### src/rtl/emu_wb_host.sv
// Byte-stream to Wishbone bridge. Each command frame from the byte source becomes one
// Wishbone master cycle, and the result is returned as response bytes.
module emu_wb_host #(
    parameter int TIMEOUT_CYCLES = 255
) (
    input  logic        wb_clk_i,
    input  logic        wb_rst_i,
    input  logic        rx_valid,
    input  logic [7:0]  rx_data,
    output logic        rx_ready,
    output logic        tx_valid,
    output logic [7:0]  tx_data,
    input  logic        tx_ready,
    output logic        wbs_cyc_o,
    output logic        wbs_stb_o,
    output logic        wbs_we_o,
    output logic [3:0]  wbs_sel_o,
    output logic [31:0] wbs_adr_o,
    output logic [31:0] wbs_dat_o,
    input  logic [31:0] wbs_dat_i,
    input  logic        wbs_ack_i,
    output logic        busy
);
    typedef enum logic [2:0] {S_IDLE, S_ADDR, S_DATA, S_BUS, S_RESP} state_t;

    localparam logic [15:0] TIMEOUT_LIMIT = 16'(TIMEOUT_CYCLES);

    state_t      state_q, state_d;
    logic [1:0]  byte_cnt_q, byte_cnt_d;
    logic        we_q, we_d;
    logic        err_q, err_d;
    logic        cyc_q, cyc_d;
    logic [31:0] adr_q, adr_d;
    logic [31:0] dat_q, dat_d;
    logic [31:0] rd_q, rd_d;
    logic [15:0] to_cnt_q, to_cnt_d;
    logic        tx_valid_q, tx_valid_d;
    logic [7:0]  tx_data_q, tx_data_d;
    logic        rx_fire;
    logic        resp_last;

    // Response byte idx of the current transaction: error marker, write ack, or read data MSB first.
    function automatic logic [7:0] resp_byte(input logic err, input logic we,
                                             input logic [31:0] rd, input logic [1:0] idx);
        logic [7:0] b;
        if (err) begin
            b = 8'h45;
        end else if (we) begin
            b = 8'h4B;
        end else begin
            case (idx)
                2'd0:    b = rd[31:24];
                2'd1:    b = rd[23:16];
                2'd2:    b = rd[15:8];
                default: b = rd[7:0];
            endcase
        end
        return b;
    endfunction

    assign rx_ready  = !wb_rst_i && (state_q == S_IDLE || state_q == S_ADDR || state_q == S_DATA);
    assign rx_fire   = rx_valid && rx_ready;
    assign resp_last = err_q || we_q || (byte_cnt_q == 2'd3);

    assign tx_valid  = tx_valid_q;
    assign tx_data   = tx_data_q;
    assign wbs_cyc_o = cyc_q;
    assign wbs_stb_o = cyc_q;
    assign wbs_we_o  = cyc_q && we_q;
    assign wbs_sel_o = {4{cyc_q}};
    assign wbs_adr_o = adr_q;
    assign wbs_dat_o = dat_q;
    assign busy      = (state_q != S_IDLE);

    always_comb begin
        state_d    = state_q;
        byte_cnt_d = byte_cnt_q;
        we_d       = we_q;
        err_d      = err_q;
        cyc_d      = cyc_q;
        adr_d      = adr_q;
        dat_d      = dat_q;
        rd_d       = rd_q;
        to_cnt_d   = to_cnt_q;
        tx_valid_d = tx_valid_q;
        tx_data_d  = tx_data_q;
        case (state_q)
            S_IDLE: begin
                byte_cnt_d = 2'd0;
                if (rx_fire && (rx_data == 8'h57 || rx_data == 8'h52)) begin
                    we_d    = (rx_data == 8'h57);
                    err_d   = 1'b0;
                    state_d = S_ADDR;
                end
            end
            S_ADDR: begin
                if (rx_fire) begin
                    adr_d      = {adr_q[23:0], rx_data};
                    byte_cnt_d = byte_cnt_q + 2'd1;
                    if (byte_cnt_q == 2'd3) begin
                        if (we_q) begin
                            state_d = S_DATA;
                        end else begin
                            state_d  = S_BUS;
                            cyc_d    = 1'b1;
                            to_cnt_d = 16'd0;
                        end
                    end
                end
            end
            S_DATA: begin
                if (rx_fire) begin
                    dat_d      = {dat_q[23:0], rx_data};
                    byte_cnt_d = byte_cnt_q + 2'd1;
                    if (byte_cnt_q == 2'd3) begin
                        state_d  = S_BUS;
                        cyc_d    = 1'b1;
                        to_cnt_d = 16'd0;
                    end
                end
            end
            S_BUS: begin
                // Ack wins even on the cycle the timeout limit is reached.
                if (wbs_ack_i) begin
                    cyc_d      = 1'b0;
                    rd_d       = wbs_dat_i;
                    state_d    = S_RESP;
                    byte_cnt_d = 2'd0;
                end else if (to_cnt_q == TIMEOUT_LIMIT) begin
                    cyc_d      = 1'b0;
                    err_d      = 1'b1;
                    state_d    = S_RESP;
                    byte_cnt_d = 2'd0;
                end else begin
                    to_cnt_d = to_cnt_q + 16'd1;
                end
            end
            S_RESP: begin
                // First RESP cycle loads the output register; later bytes load on each transfer.
                if (!tx_valid_q) begin
                    tx_valid_d = 1'b1;
                    tx_data_d  = resp_byte(err_q, we_q, rd_q, byte_cnt_q);
                end else if (tx_ready) begin
                    if (resp_last) begin
                        tx_valid_d = 1'b0;
                        state_d    = S_IDLE;
                    end else begin
                        byte_cnt_d = byte_cnt_q + 2'd1;
                        tx_data_d  = resp_byte(err_q, we_q, rd_q, byte_cnt_q + 2'd1);
                    end
                end
            end
            default: state_d = S_IDLE;
        endcase
    end

    always_ff @(posedge wb_clk_i) begin
        if (wb_rst_i) begin
            state_q    <= S_IDLE;
            byte_cnt_q <= 2'd0;
            we_q       <= 1'b0;
            err_q      <= 1'b0;
            cyc_q      <= 1'b0;
            adr_q      <= 32'd0;
            dat_q      <= 32'd0;
            rd_q       <= 32'd0;
            to_cnt_q   <= 16'd0;
            tx_valid_q <= 1'b0;
            tx_data_q  <= 8'd0;
        end else begin
            state_q    <= state_d;
            byte_cnt_q <= byte_cnt_d;
            we_q       <= we_d;
            err_q      <= err_d;
            cyc_q      <= cyc_d;
            adr_q      <= adr_d;
            dat_q      <= dat_d;
            rd_q       <= rd_d;
            to_cnt_q   <= to_cnt_d;
            tx_valid_q <= tx_valid_d;
            tx_data_q  <= tx_data_d;
        end
    end
endmodule

### config.mk
export PLATFORM = sky130hd
export DESIGN_NAME = emu_wb_host
export DESIGN_NICKNAME = d
export VERILOG_FILES = /design/src/rtl/emu_wb_host.sv
export SDC_FILE = /design/constraint.sdc
export NUM_CORES = 1
export LEC_CHECK = 0
export ABC_AREA = 0
export ABC_CLOCK_PERIOD_IN_PS = 2800
export CAP_MARGIN = 10
export CORE_MARGIN = 4
export CORE_UTILIZATION = 48
export CTS_CLUSTER_SIZE = 10
export DETAILED_ROUTE_END_ITERATION = 7
export PLACE_DENSITY = 0.77
export SLEW_MARGIN = 10
export SYNTH_ARGS = -nofsm -noshare
export SYNTH_HDL_FRONTEND = slang
export SYNTH_SLANG_ARGS = --single-unit
### constraint.sdc
create_clock -name wb_clk_i -period 2.8 [get_ports wb_clk_i]
set_clock_uncertainty 0.2 [all_clocks]
set_input_delay 0.56 -clock wb_clk_i [delete_from_list [all_inputs] [get_ports wb_clk_i]]
set_output_delay 0.56 -clock wb_clk_i [all_outputs]
set_load 0.02 [all_outputs]
**Layout detail**

Window x 33 to 83, y 56 to 106 µm. Cells in grey, sequential cells in the stronger grey; small squares are vias.
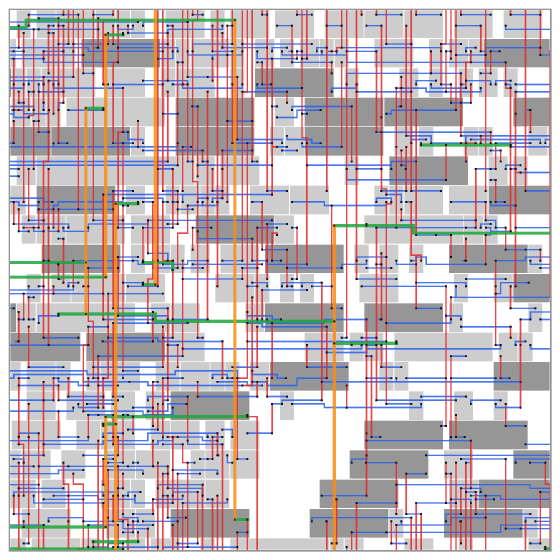
layer	colour
metal 4	orange
metal 3	green
metal 2	red
metal 1	blue
sequential cells in the window	32
netlist names of flops here include	wbs_adr_o (15), wbs_dat_o (10), tx_data (5)
most frequent	nand2_1 (65), a21oi_1 (32), dfxtp_1 (32)
cells with their middle in the window	203

**Wire density map**

(3 px per µm) 23 x 23 tiles, from dark purple (low) to yellow (high), scaled to the fullest tile. Values are wire area over tile area, all layers added.
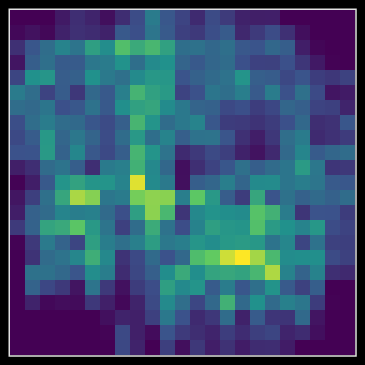
fullest tile	0.63
densest ninth of the die	centre
nearly empty tiles	10%
via count: 5,362
GRT Total Usage: 22.8%

==> impl_metrics.ini <==
; implementation run metrics
[setup_path]
r2r-start = byte_cnt_q[0]
path_cells = or3_1 -> clkdlybuf4s50_1
worstSetupStartpointType = flip-flop
crit_path_top_delay_cell = clkdlybuf4s50_1
critPathMaxStageDelay_ns = 0.57
r2r_cells = 6
crit_fanout = 15
critPathLaunch = state_q[2]
cp_data_required_time_ns = 2.04
crit_type = reg -> out
rrSetupSlack_ns = 0.38
worst-path-buf-inv = 1
crit_end = busy
r2r-end = to_cnt_q[12]

[clock_network]
cts-hold-fix-buffers = 0
clock-sinks = 129
cts_resized = 0
htree_num_levels = 4
cts_buffers = 17
path_clk_slew_ns = 0.05
root_buffer = clkbuf_16
post_cts_buffers = 0

[timing]
setup_viol = 0
period_needed_ns = 2.68
rsz0062_at_grt = no
slew_headroom_pct = 60.8
holdWs_ns = 0.235
max_freq_mhz = 373
final.period_utilization_pct = 95.6
tns_ns = 0
tightestPinTransition_ns = 0.589

[power_and_ir_drop]
vdd_drop_max_mv = 0.563
pg_comb_uw = 515
combPwrFrac_pct = 10.2
power.switching_mw = 1.14
p_total_mw = 5.05
power-top-group = clock
clkPwrFrac_pct = 51.6
p_int_mw = 3.91
clock_power_mw = 2.61
switching_share_pct = 22.6
p_seq_share_pct = 38.2
seq-power_mw = 1.93

[global_route]
grt-ovfl-total = 0
grt_util_met3_pct = 6.53
grt_first_pass_wirelength_mm = 24.5
antenna_found_initial = 0
top_usage_layer = met2
grt_max_degree = 48
grt_pass1_vias = 5068

[layout]
stdcell_count = 952
antennaDiodeCount = 0
largest_class = logic gates
lay_top_cells = nand2_1, dfxtp_1, clkdlybuf4s50_1
num-nets-final = 851
seqCellArea_um2 = 2580
n_all_inverters = 9
lay_top_count = nand2_1
final-clk-cell-share_pct = 9.35
sh_comb_area_pct = 35.3
comb_cells = 502
drive_gt1_share_pct = 7.02
buf_share_pct = 18.2

[min_path]
min_path_type = in -> reg
worstHoldStart = wb_rst_i
hold_end = state_q[2]

[placed_design]
place.port_buffers = 126
gp_congestion = 0.887
dpl_worst_slack_ns = 0.0889
hpwl_mm = 10.2

[synth]
ys_sh_simple_pct = 24.6
async_flop_share_pct = 0
logic_family = simple AND/OR/NAND/NOR gates
top_cells_by_count = nand2_1, dfxtp_1, a21oi_1, clkbuf_1, nor2_1
yosysTopAreaCell = dfxtp_1
ys_seq_share_pct = 46.9
synth_top_flop_cell = dfxtp_1
syn_area_per_cell_um2 = 7.91
synth_warnings = 0
synth-compound-area-share_pct = 19.8
yosysTopAreaCellShare_pct = 46.9
yosys.area_share.adder_pct = 1.59
netlist_area_um2 = 5510
synth-xor-area-share_pct = 0.636
mux_share_pct = 1.39
synthDistinctLibCells = 52
top_cells_by_area = dfxtp_1, nand2_1, a21oi_1

[drt]
drtIter0Drc = 430
dr_wl_met3_um = 940
wl_met1_mm = 6.38
highest_layer = met4
wl_mm = 15.1
drc_errors = 0

[floorplan]
row_count = 38
dieArea_um2 = 13200
fp_util_pct = 49.9
die_w_um = 115

[run_status]
status = finished, final reports clean

[run]
tool_warnings = 31
maxCapViolCount = 0
**Sizing map**

(2 px per µm)
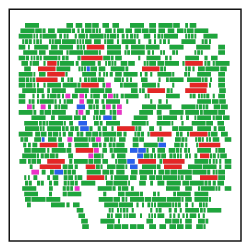
size	colour	cells
_6 and larger	red	27
_0 and _1 cells	green	755
_2 cells	blue	13
_3 and _4 cells	magenta	17
bufs w/o clock: 140
post-route cell area: 7500 µm²
Setup WS post-layout: 0.122 ns
Layout area overhead: 36.3%

**Placed standard cells**

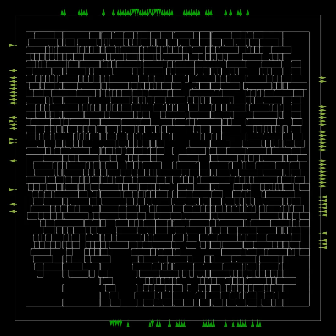
fillers: 889
Seq/total area: 34.4%
Core Area: 11,000 µm²
# Taps: 140
flip-flops: 129

Power and IR drop assume default switching activity.
